<file path="src/rtl/frame_scheduler.sv">
// -----------------------------------------------------------------------------
// frame_scheduler
//   Per-frame sequencer for the render pipeline:
//     IDLE -> CLEAR (FB/ZB wipe) -> START (geometry kick) -> RENDER (wait for
//     geometry done) -> DRAIN (wait for an idle pipeline) -> WAIT_VS (wait for
//     a vsync rising edge) -> SWAP (flip buffers) -> CLEAR or IDLE.
//
//   Optional build macro: FRAME_SCHED_TIMEOUT_EN
//     Adds a watchdog over RENDER/DRAIN. On expiry it sets the sticky
//     o_timeout flag and forces the frame on to WAIT_VS so it still swaps.
//     Without the macro there is no watchdog and o_timeout is tied low.
//
// Ports
//   i_clk, i_rst_n     clock, asynchronous active-low reset
//   i_enable           level; keep running frames while high
//   i_vsync            display vsync level (i_clk domain)
//   i_geo_done         pulse: geometry engine emitted its last vertex
//   i_fifo_empty       vertex FIFO empty
//   i_asm_valid        triangle assembler has a triangle in flight
//   i_raster_busy      rasterizer busy
//   o_geo_start        one-cycle geometry start pulse
//   o_clr_active       clear owns the FB/ZB write ports
//   o_clr_addr         clear write address
//   o_clr_fb_we/_pixel framebuffer clear write enable / colour
//   o_clr_zb_we/_data  z-buffer clear write enable / depth
//   o_back_buf         buffer currently being rendered
//   o_swap             one-cycle buffer swap pulse
//   o_busy             scheduler not idle
//   o_frame_count      completed frames (wraps)
//   o_timeout          sticky watchdog flag
// -----------------------------------------------------------------------------
module frame_scheduler #(
  parameter int          FB_PIXELS      = 76800,
  parameter int          ADDR_W         = 17,
  parameter logic [11:0] CLEAR_COLOR    = 12'h000,
  parameter logic [7:0]  CLEAR_Z        = 8'hFF,
  parameter int          DRAIN_CYCLES   = 4,
  parameter int          TIMEOUT_CYCLES = 2_000_000
) (
  input  logic              i_clk,
  input  logic              i_rst_n,
  input  logic              i_enable,
  input  logic              i_vsync,
  input  logic              i_geo_done,
  input  logic              i_fifo_empty,
  input  logic              i_asm_valid,
  input  logic              i_raster_busy,
  output logic              o_geo_start,
  output logic              o_clr_active,
  output logic [ADDR_W-1:0] o_clr_addr,
  output logic              o_clr_fb_we,
  output logic [11:0]       o_clr_fb_pixel,
  output logic              o_clr_zb_we,
  output logic [7:0]        o_clr_zb_data,
  output logic              o_back_buf,
  output logic              o_swap,
  output logic              o_busy,
  output logic [15:0]       o_frame_count,
  output logic              o_timeout
);

  typedef enum logic [2:0] {
    IDLE, CLEAR, START, RENDER, DRAIN, WAIT_VS, SWAP
  } state_t;

  localparam int                DW         = $clog2(DRAIN_CYCLES + 1);
  localparam logic [ADDR_W-1:0] LAST_ADDR  = ADDR_W'(FB_PIXELS - 1);
  localparam logic [DW-1:0]     DRAIN_LAST = DW'(DRAIN_CYCLES - 1);

  state_t            state, state_nxt;
  logic [ADDR_W-1:0] addr_cnt;
  logic [DW-1:0]     drain_cnt;
  logic              vs_prev;
  logic              back_buf;
  logic [15:0]       frame_cnt;
  logic              pipe_idle;
  logic              vs_rise;
  logic              wd_expire;

  assign pipe_idle = i_fifo_empty & ~i_asm_valid & ~i_raster_busy;
  assign vs_rise   = i_vsync & ~vs_prev;

`ifdef FRAME_SCHED_TIMEOUT_EN
  localparam int            WW      = $clog2(TIMEOUT_CYCLES + 1);
  localparam logic [WW-1:0] WD_LAST = WW'(TIMEOUT_CYCLES - 1);

  logic [WW-1:0] wd_cnt;
  logic          timeout;

  assign wd_expire = ((state == RENDER) || (state == DRAIN)) && (wd_cnt == WD_LAST);

  always_ff @(posedge i_clk or negedge i_rst_n) begin
    if (!i_rst_n) begin
      wd_cnt  <= '0;
      timeout <= 1'b0;
    end else begin
      if (state == START)                          wd_cnt <= '0;
      else if (state == RENDER || state == DRAIN)  wd_cnt <= wd_cnt + 1'b1;
      if (wd_expire) timeout <= 1'b1;
    end
  end

  assign o_timeout = timeout;
`else
  localparam int unused_timeout = TIMEOUT_CYCLES;
  assign wd_expire = 1'b0;
  assign o_timeout = 1'b0;
`endif

  always_comb begin
    state_nxt = state;
    case (state)
      IDLE:    if (i_enable) state_nxt = CLEAR;
      CLEAR:   if (addr_cnt == LAST_ADDR) state_nxt = START;
      // geometry may already finish during the start cycle
      START:   state_nxt = i_geo_done ? DRAIN : RENDER;
      RENDER:  if (i_geo_done) state_nxt = DRAIN;
      DRAIN:   if (pipe_idle && drain_cnt == DRAIN_LAST) state_nxt = WAIT_VS;
      WAIT_VS: if (vs_rise) state_nxt = SWAP;
      SWAP:    state_nxt = i_enable ? CLEAR : IDLE;
      default: state_nxt = IDLE;
    endcase
    // a stuck frame is pushed on to the swap rather than hanging the display
    if (wd_expire) state_nxt = WAIT_VS;
  end

  always_ff @(posedge i_clk or negedge i_rst_n) begin
    if (!i_rst_n) begin
      state     <= IDLE;
      addr_cnt  <= '0;
      drain_cnt <= '0;
      vs_prev   <= 1'b0;
      back_buf  <= 1'b0;
      frame_cnt <= '0;
    end else begin
      state   <= state_nxt;
      vs_prev <= i_vsync;
      // address holds 0 everywhere except while sweeping through CLEAR
      addr_cnt  <= (state == CLEAR && state_nxt == CLEAR) ? addr_cnt + 1'b1 : '0;
      // run length of consecutive idle cycles inside DRAIN
      drain_cnt <= (state == DRAIN && state_nxt == DRAIN && pipe_idle) ?
                   drain_cnt + 1'b1 : '0;
      if (state == SWAP) begin
        back_buf  <= ~back_buf;
        frame_cnt <= frame_cnt + 16'd1;
      end
    end
  end

  assign o_geo_start    = (state == START);
  assign o_clr_active   = (state == CLEAR);
  assign o_clr_fb_we    = (state == CLEAR);
  assign o_clr_zb_we    = (state == CLEAR);
  assign o_clr_addr     = addr_cnt;
  assign o_clr_fb_pixel = CLEAR_COLOR;
  assign o_clr_zb_data  = CLEAR_Z;
  assign o_swap         = (state == SWAP);
  assign o_busy         = (state != IDLE);
  assign o_back_buf     = back_buf;
  assign o_frame_count  = frame_cnt;

endmodule

</file>
<file path="config.mk">
export PLATFORM = sky130hd
export DESIGN_NAME = frame_scheduler
export DESIGN_NICKNAME = d
export VERILOG_FILES = /design/src/rtl/frame_scheduler.sv
export SDC_FILE = /design/constraint.sdc
export NUM_CORES = 1
export LEC_CHECK = 0
export CORE_AREA = 5 5 55 105
export CTS_CLUSTER_SIZE = 14
export DETAILED_ROUTE_END_ITERATION = 10
export DIE_AREA = 0 0 60 110
export PLACE_DENSITY = 0.81
export SETUP_SLACK_MARGIN = 0.1
export SLEW_MARGIN = 20
export SYNTH_ARGS = -nofsm -noshare
export SYNTH_HDL_FRONTEND = slang
export SYNTH_SLANG_ARGS = --single-unit
</file>
<file path="constraint.sdc">
create_clock -name i_clk -period 2.25 [get_ports i_clk]
set_clock_uncertainty 0.05 [all_clocks]
set_input_delay 0.45 -clock i_clk [delete_from_list [all_inputs] [get_ports i_clk]]
set_output_delay 0.45 -clock i_clk [all_outputs]
set_load 0.1 [all_outputs]
</file>
==> images/congestion_map.png <==
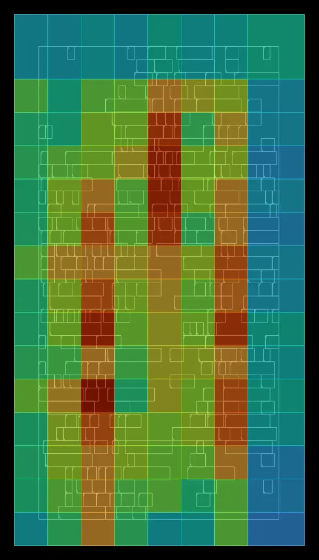
Post-Route Utilization: 55.5%
Total Routing Usage GR: 15.6%
most heavily used metal layer in global routing: met2
wire length per cell after detailed routing: 14.6 um

==> images/class_map.png <==
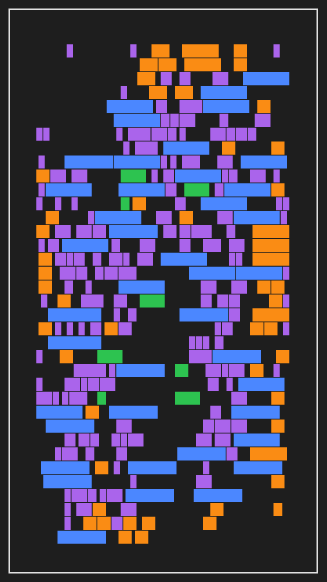
legend:
  green:
    class: clock drivers and dummy loads
    cells: 8
    share_of_their_area: 3.3%
  blue:
    class: registers
    cells: 41
    share_of_their_area: 40%
  orange:
    class: remaining buffers and delay cells
    cells: 53
    share_of_their_area: 19%
  purple:
    class: remaining logic cells
    cells: 160
    share_of_their_area: 38%

==> images/util_map.png <==
The die is cut into 6 by 11 equal tiles; black is low, pale yellow is high, 0 to 100% covered.
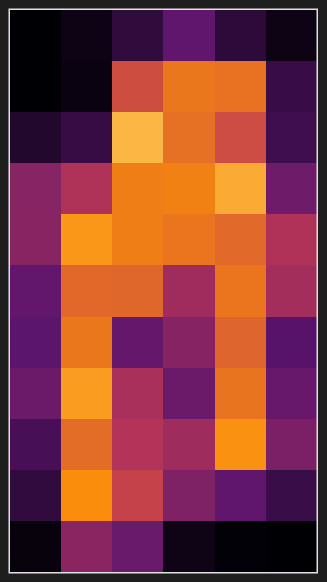
nearly empty tiles: 6.1%
fullest tile: 84%
tiles over 75% full: 9.1%
emptiest ninth of the die: north-west
mean over tiles: 40%

==> out/qor_table.md <==
| Group | Parameter | Value |
|:---|:---|:---|
| yosys | Yosys aoi share | 2.68% |
| final layout | Buffer share of cell area | 18.4% |
| placement | Quantity of I/O buffers inserted on ports | 47 |
| floorplanning | Total number of tap cells | 57 |
| floorplanning | Chip Footprint | 6600 um^2 |
| yosys | Mux share of post-synthesis cell area | 0.466% |
| critical path | Bufs and invs on worst path | 2 |
| drt | Length of routed wiring on met1 | 1640 um |
| clock tree | Clock tree from TritonCTS | yes |
| yosys | Ys Warns | 0 |
| grt | Global-route wire length before repair | 7900 um |
| outcome | Result of the run | complete, no violations |
| yosys | Mapped Cells | 210 |
| clock tree | Number of H-tree levels | 2 |
| critical path | Slack of the worst reg-to-reg path | 0.32 ns |
| sta | Final TNS setup | 0 ns |
| drt | Detail Route met2 WL | 2620 um |
| placement | Sum of net half-perimeters after detailed placement | 3630 um |
| critical path | Critical path peak fanout | 13 |
| pwr | Relative contribution of combinational cells to total power | 49.0% |
| floorplanning | Share of the core filled by cells before placement | 44.2% |
| floorplanning | Die span in y | 110 um |
| sta | Unrepaired setup endpoints after global routing | false |
| placement | Global placer's final weighted congestion | 0.812 |
| placement | Setup Slack @ Placement | 0.330 ns |
| final layout | Inverter count of the layout excluding clock inverters | 5 |
| final layout | Seq/total area | 39.0% |
| final layout | Count of fill cells added during filler insertion | 456 |
| pwr | Power of the clock network | 0.469 mW |
| drt | Met3 WL | 262 um |
| drt | Post-Route WL | 4650 um |
| clock tree | Buffer levels on the longest clock path | 2 |
| run | Total tool warning count | 27 |
| critical path | Max incr delay on CP | 0.62 ns |
| final layout | Most used logic cell in the final layout | sky130_fd_sc_hd__buf_4 |
| pwr | Combinational group power | 1.32 mW |
Power figures rest on the tool's default switching activity, not on a simulated workload.
